<file path="src/rtl/dmem_arbiter.sv">
// Single-port dmem arbiter shared by the CPU load/store path and a host/debug port.
// Round-robin grant per cycle; host accesses are acknowledged one cycle after grant.
module dmem_arbiter #(
  parameter int unsigned DATA_W = 32,
  parameter int unsigned ADDR_W = 32,
  parameter int unsigned CNT_W  = 16
) (
  input  logic              clock,
  input  logic              reset,
  input  logic              cpu_req,
  input  logic              cpu_we,
  input  logic [ADDR_W-1:0] cpu_addr,
  input  logic [DATA_W-1:0] cpu_wdata,
  output logic [DATA_W-1:0] cpu_rdata,
  output logic              cpu_stall,
  input  logic              host_req,
  input  logic              host_we,
  input  logic [ADDR_W-1:0] host_addr,
  input  logic [DATA_W-1:0] host_wdata,
  output logic [DATA_W-1:0] host_rdata,
  output logic              host_ack,
  output logic              mem_we,
  output logic [ADDR_W-1:0] mem_addr,
  output logic [DATA_W-1:0] mem_wdata,
  input  logic [DATA_W-1:0] mem_rdata,
  output logic [CNT_W-1:0]  stall_count
);

  typedef enum logic {ARB, HACK} state_t;
  typedef enum logic {PRIO_CPU, PRIO_HOST} prio_t;

  state_t state, state_nx;
  prio_t  prio, prio_nx;
  logic   host_pend, gnt_cpu, gnt_host;

  always_comb begin
    host_pend = host_req && (state == ARB);
    gnt_cpu   = cpu_req && !reset && (!host_pend || prio == PRIO_CPU);
    gnt_host  = host_pend && !reset && !gnt_cpu;

    mem_we    = 1'b0;
    mem_addr  = '0;
    mem_wdata = '0;
    if (gnt_cpu) begin
      mem_we    = cpu_we;
      mem_addr  = cpu_addr;
      mem_wdata = cpu_wdata;
    end else if (gnt_host) begin
      mem_we    = host_we;
      mem_addr  = host_addr;
      mem_wdata = host_wdata;
    end

    // Stall is forced low during reset so the CPU is not held by the arbiter's reset.
    cpu_stall = cpu_req && !reset && !gnt_cpu;
    cpu_rdata = mem_rdata;

    prio_nx = prio;
    if (gnt_cpu)       prio_nx = PRIO_HOST;
    else if (gnt_host) prio_nx = PRIO_CPU;

    state_nx = ARB;
    if (gnt_host) state_nx = HACK;
  end

  always_ff @(posedge clock) begin
    if (reset) begin
      state       <= ARB;
      prio        <= PRIO_CPU;
      host_ack    <= 1'b0;
      host_rdata  <= '0;
      stall_count <= '0;
    end else begin
      state    <= state_nx;
      prio     <= prio_nx;
      host_ack <= gnt_host;
      if (gnt_host) host_rdata <= mem_rdata;
      if (cpu_stall && stall_count != '1) stall_count <= stall_count + 1'b1;
    end
  end

endmodule

</file>
<file path="config.mk">
export PLATFORM = sky130hd
export DESIGN_NAME = dmem_arbiter
export DESIGN_NICKNAME = d
export VERILOG_FILES = /design/src/rtl/dmem_arbiter.sv
export SDC_FILE = /design/constraint.sdc
export NUM_CORES = 1
export LEC_CHECK = 0
export CAP_MARGIN = 10
export CORE_AREA = 2 2 122 124
export CTS_CLUSTER_DIAMETER = 100
export DETAILED_ROUTE_END_ITERATION = 8
export DIE_AREA = 0 0 124 126
export PLACE_DENSITY = 0.65
export SYNTH_ARGS = -nofsm -noshare
export SYNTH_HDL_FRONTEND = slang
export SYNTH_SLANG_ARGS = --single-unit
export TNS_END_PERCENT = 100
</file>
<file path="constraint.sdc">
create_clock -name clock -period 3.1 [get_ports clock]
set_clock_uncertainty 0.1 [all_clocks]
set_input_delay 0.62 -clock clock [delete_from_list [all_inputs] [get_ports clock]]
set_output_delay 0.62 -clock clock [all_outputs]
set_load 0.02 [all_outputs]
</file>
run_1/final_congestion.png
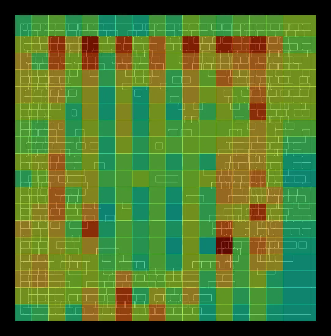
average detailed-routed wire length per instance: 20.1 µm
most utilized layer in the global route result: met2
total global-route track usage: 0.184
met1 capacity usage during global routing: 0.218
Layout Utilization: 0.436

run_1/met1.png
Scale bar: 20 µm. Cells faint in the background.
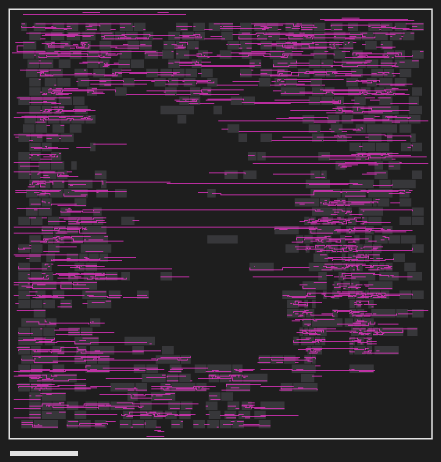
The layer holds 39% of the routed length. The longest straight run is 68.5 µm. 631 nets have wire on it.

run_1/metal_stack.png
Scale bar: 20 µm. Only two layers are drawn.
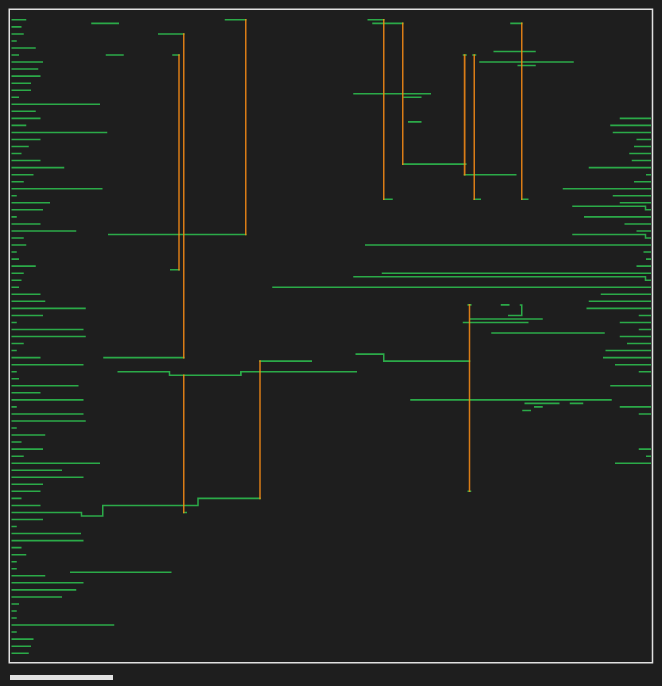
Key: met3 = green [wire length 1390 µm]; met4 = orange [wire length 382 µm]

run_1/zoom.png
Scale bar: 5 µm. Region (83, 84) to (103, 104) µm. Cells in gray, sequential cells in the stronger gray; small squares are vias.
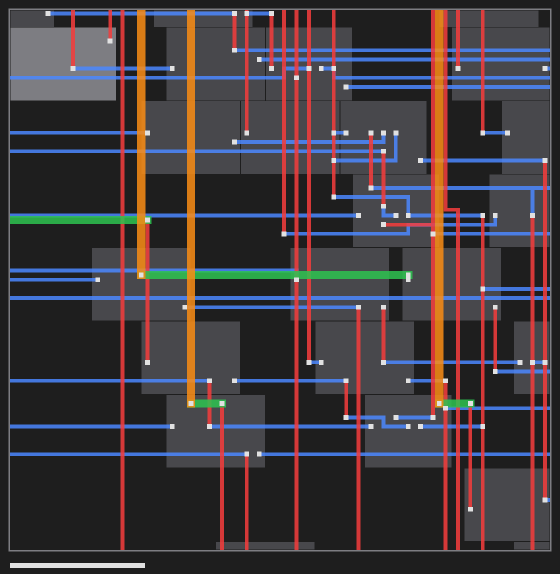
Key: met3 = green; met1 = blue; met4 = orange; met2 = red
Netlist names of flops here include `host_rdata` (1). 17 logic cells have their middle in the window. Most frequent: clkdlybuf4s50_1 (12), a22o_1 (4), dfxtp_1 (1). Sequential cells in the window: 1.

==> metrics.cfg, run 1 <==
[outcome]
outcome = finished, final reports clean

[route]
first_iter_violations = 277
post_drt_via_cell_ratio = 4.76
routed_wl_mm = 15.4
route.layer.met1.wl_mm = 6.07
drcViolationCount = 0
wl_met2_mm = 7.55

[synthesis]
synth_seq_share = 0.365
yosys-stat-cells = 294
ys_top_cells_by_area = sky130_fd_sc_hd__dfxtp_1, sky130_fd_sc_hd__a22o_1, sky130_fd_sc_hd__buf_4, sky130_fd_sc_hd__clkbuf_1, sky130_fd_sc_hd__a21oi_1
synth-area-yosys_um2 = 2750
synth_top_area_share = 0.365
ys_async_sr_fraction = 0
synth-main-ff-cell = sky130_fd_sc_hd__dfxtp_1
syn-cell-area_um2 = 2750
synth_cell_type_count = 40
compound_area_frac = 0.377
post_synth_mux_area_share = 0.0123

[worst_setup_path]
startpoint_type = primary input
worst_setup_path_end_kind = primary output
worst-path-stages = 7
timing.critical_path.slowest_stage_cell = sky130_fd_sc_hd__or3b_4
crit_buf_inv = 4
reg2reg_slack_ps = 720
r2r_end = stall_count[11]$_SDFFE_PP0P_
worstPathRequired_ps = 2380

[clock_tree]
holdBufCountCts = 0
ctsLongestPathBuffers = 2
cts_root_buffer = sky130_fd_sc_hd__clkbuf_16
cts.sinks = 50
clock_latency_ps = 300
h-tree-depth = 2

[final_layout]
seq_area_frac = 0.161
largest_register_ffs = 32
drive_gt1_frac = 0.165
reg_area_um2 = 1000
clk_buffers = 6
clock_network_area_share = 0.0235
finalNetCount = 747
number_of_antenna_diodes = 1
comb_cells = 182
final_layout_top_logic_cells = sky130_fd_sc_hd__clkdlybuf4s50_1, sky130_fd_sc_hd__a22o_1, sky130_fd_sc_hd__dfxtp_1
final_design_area_no_fill_um2 = 6240
regMostFlops = host_rdata
comb_area_frac = 0.227
mi_logic_area_um2 = 1410
area.growth.synth_to_final_pct = 127
largestClassByArea = non-clock buffers

[sta]
hold_slack_ps = 373
final_period_minus_worst_setup_slack_ps = 2970
final.setup.tns_ps = 0
slew_headroom = 0.699
tightest_slew_ps = 447
rsz0062_at_grt = false
report.final.slew_viol_count = 0
finalSetupViolations = 0

[grt]
grt_antenna_before_repair = 1
grt_start_max_net_pins = 66

[power]
netSwitchingPower_mw = 0.623
switching_share = 0.306
seq_power_share = 0.338
power-top-group = combinational logic
internal_power_mw = 1.41
design_power_total_mw = 2.04
leak_pwr_nw = 2.40

[run]
cap_violations = 0

[placement]
count_of_buffers_from_port_buffering = 312
place_ws_ps = -383

[floorplanning]
dieArea_um2 = 15600
floorplan.tapcells = 184

run 1: worst min path at each step:
stage                                      from                          end  slack, ps  depth (start not counted)
CTS                  host_rdata[0]$_SDFFE_PP0N_   host_rdata[0]$_SDFFE_PP0N_        380                          1
floorplan                     prio$_SDFFE_PP0P_            prio$_SDFFE_PP0P_        400                          1
global route        host_rdata[24]$_SDFFE_PP0N_  host_rdata[24]$_SDFFE_PP0N_        390                          1
global placement     host_rdata[7]$_SDFFE_PP0N_   host_rdata[7]$_SDFFE_PP0N_        360                          1
detailed placement  host_rdata[16]$_SDFFE_PP0N_  host_rdata[16]$_SDFFE_PP0N_        350                          1
finish               host_rdata[0]$_SDFFE_PP0N_   host_rdata[0]$_SDFFE_PP0N_        370                          1
run_1/wire_density.png
The die is cut into 25 by 25 equal tiles; white is low, dark blue is high, scaled to the fullest tile. Values are wire area over tile area, all layers added.
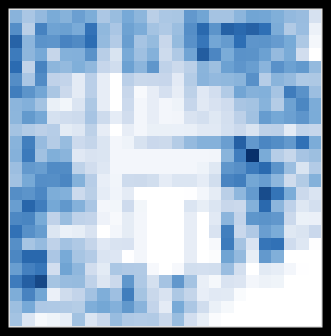

--- run 2 (diff from run 1) ---
--- a/config.mk
+++ b/config.mk
@@ -11,6 +11,7 @@
 export DETAILED_ROUTE_END_ITERATION = 8
 export DIE_AREA = 0 0 124 126
 export PLACE_DENSITY = 0.65
+export SKIP_CTS_REPAIR_TIMING = 1
 export SYNTH_ARGS = -nofsm -noshare
 export SYNTH_HDL_FRONTEND = slang
 export SYNTH_SLANG_ARGS = --single-unit
run_2/wire_density.png
The die is cut into 25 by 25 equal tiles; white is low, dark blue is high, scaled to the fullest tile. Values are wire area over tile area, all layers added.
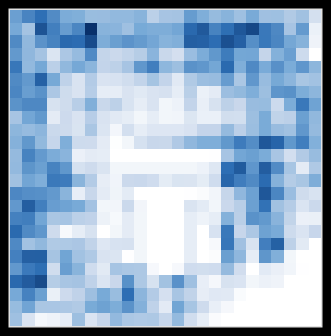
The fullest tile reaches 0.49. The mean over all tiles is 0.16. 11% of the tiles are nearly empty.

==> run 2 against run 1 <==
Effect of this change:
- wire length increased by 0.38%
- worst setup slack got worse by 49 ps
- critical path depth increased by 2
- die size unchanged
- synthesized area unchanged
- via count about the same
- combinational power decreased by 0.9%
- flip-flop count unchanged
- synthesized cell count unchanged
- first-iteration DRC count decreased by 23%
- highest routed layer unchanged
- cell area decreased by 1.2%
- critical endpoint is now mem_wdata[24]
- maximum frequency decreased by 1.6%
==> metrics.cfg, run 2 <==
[outcome]
outcome = finished, final reports clean  ; unchanged

[route]
wl_met2_mm = 7.57  ; was 7.55 mm
first_iter_violations = 214  ; was 277
drcViolationCount = 0  ; unchanged
routed_wl_mm = 15.5  ; was 15.4 mm
drt-wirelength-per-cell_um = 20.1  ; about the same
route.layer.met1.wl_mm = 6.02  ; was 6.07 mm
post_drt_via_cell_ratio = 4.76  ; about the same

[grt]
grt.met1_usage = 0.210  ; was 0.218
gr-usage-met3 = 0.0602  ; was 0.0607
grt_start_max_net_pins = 66  ; unchanged
global_route.peak_usage_layer = met2  ; unchanged
grt_antenna_before_repair = 1  ; unchanged
track_usage = 0.179  ; was 0.184

[worst_setup_path]
startpoint_type = primary input  ; unchanged
worstPathRequired_ps = 2380  ; about the same
r2r_end = stall_count[11]$_SDFFE_PP0P_  ; unchanged
crit_buf_inv = 5  ; was 4
worst_setup_path_end_kind = primary output  ; unchanged
reg2reg_slack_ps = 710  ; was 720 ps
worst-path-stages = 9  ; was 7
timing.critical_path.slowest_stage_cell = sky130_fd_sc_hd__clkdlybuf4s50_1  ; was sky130_fd_sc_hd__or3b_4
crit_path_max_fanout = 8  ; was 9

[sta]
final_period_minus_worst_setup_slack_ps = 3010  ; was 2970 ps
slew_headroom = 0.703  ; was 0.699
tightest_slew_ps = 442  ; was 447 ps
rsz0062_at_grt = false  ; unchanged
report.final.slew_viol_count = 0  ; unchanged
finalSetupViolations = 0  ; unchanged
hold_slack_ps = 375  ; was 373 ps
final.setup.tns_ps = 0  ; unchanged

[final_layout]
finalNetCount = 748  ; was 747
final_design_area_no_fill_um2 = 6160  ; was 6240 µm²
comb_area_frac = 0.232  ; was 0.227
clock_network_area_share = 0.0238  ; was 0.0235
final_layout_top_logic_cells = sky130_fd_sc_hd__clkdlybuf4s50_1, sky130_fd_sc_hd__a22o_1, sky130_fd_sc_hd__dfxtp_1  ; unchanged
seq_area_frac = 0.163  ; was 0.161
clk_buffers = 6  ; unchanged
comb_cells = 182  ; unchanged
regMostFlops = host_rdata  ; unchanged
finish.utilization = 0.430  ; was 0.436
mi_logic_area_um2 = 1430  ; was 1410 µm²
reg_area_um2 = 1000  ; unchanged
largest_register_ffs = 32  ; unchanged
area.growth.synth_to_final_pct = 124  ; was 127%
largestClassByArea = non-clock buffers  ; unchanged
drive_gt1_frac = 0.146  ; was 0.165
number_of_antenna_diodes = 1  ; unchanged

[clock_tree]
cts.sinks = 50  ; unchanged
cts_root_buffer = sky130_fd_sc_hd__clkbuf_16  ; unchanged
ctsLongestPathBuffers = 2  ; unchanged
clock_latency_ps = 300  ; about the same
h-tree-depth = 2  ; unchanged

[synthesis]
adder_share = 0.00456  ; unchanged
synth-main-ff-cell = sky130_fd_sc_hd__dfxtp_1  ; unchanged
synth_top_area_share = 0.365  ; unchanged
synth_cell_type_count = 40  ; unchanged
post_synth_mux_area_share = 0.0123  ; unchanged
synth-area-yosys_um2 = 2750  ; unchanged
ys_async_sr_fraction = 0  ; unchanged
ys_top_cells_by_area = sky130_fd_sc_hd__dfxtp_1, sky130_fd_sc_hd__a22o_1, sky130_fd_sc_hd__buf_4, sky130_fd_sc_hd__clkbuf_1, sky130_fd_sc_hd__a21oi_1  ; unchanged
edf_count = 0  ; unchanged
yosys-stat-cells = 294  ; unchanged
floorplan.nets = 461  ; unchanged
synth_top_cell_by_area = sky130_fd_sc_hd__dfxtp_1  ; unchanged
syn-cell-area_um2 = 2750  ; unchanged
compound_area_frac = 0.377  ; unchanged
synth_seq_share = 0.365  ; unchanged

[min_path]
min_delay_worst_endpoint = host_rdata[0]$_SDFFE_PP0N_  ; unchanged
hold_path_depth = 1  ; unchanged
min-delay-start = host_rdata[0]$_SDFFE_PP0N_  ; unchanged

[placement]
place_ws_ps = -383  ; unchanged
count_of_buffers_from_port_buffering = 312  ; unchanged
detailed_place.area_um2 = 5890  ; unchanged

[power]
power-top-group = combinational logic  ; unchanged
internal_power_mw = 1.40  ; was 1.41 mW
switching_share = 0.306  ; about the same
design_power_total_mw = 2.02  ; was 2.04 mW
leak_pwr_nw = 2.77  ; was 2.40 nW
pwr.group.clock_mw = 0.570  ; was 0.574 mW
seq_power_share = 0.340  ; was 0.338
netSwitchingPower_mw = 0.620  ; was 0.623 mW

[floorplanning]
floorplan.tapcells = 184  ; unchanged
dieArea_um2 = 15600  ; unchanged
core_area_um2 = 14300  ; unchanged

[run]
cap_violations = 0  ; unchanged

[run 2: cell count changes in the layout (fill, tap and decap cells not counted), moves of 3 or more]
cell	change
sky130_fd_sc_hd__buf_2	-5
sky130_fd_sc_hd__clkdlybuf4s15_2	-38
sky130_fd_sc_hd__dlymetal6s2s_1	+25
sky130_fd_sc_hd__buf_12	-3
sky130_fd_sc_hd__clkdlybuf4s15_1	-6
sky130_fd_sc_hd__clkbuf_2	+28
sky130_fd_sc_hd__dlygate4sd2_1	-6
[run 2: cells by family after synthesis]
| group | after synthesis |
|---|---|
| AOI/OAI and AO/OA | 125 |
| buffers and inverters | 62 |
| and+or+nand+nor | 53 |
| DFF | 50 |
| muxes | 3 |
| adders and majority gates | 1 |
Power and IR drop assume default switching activity.
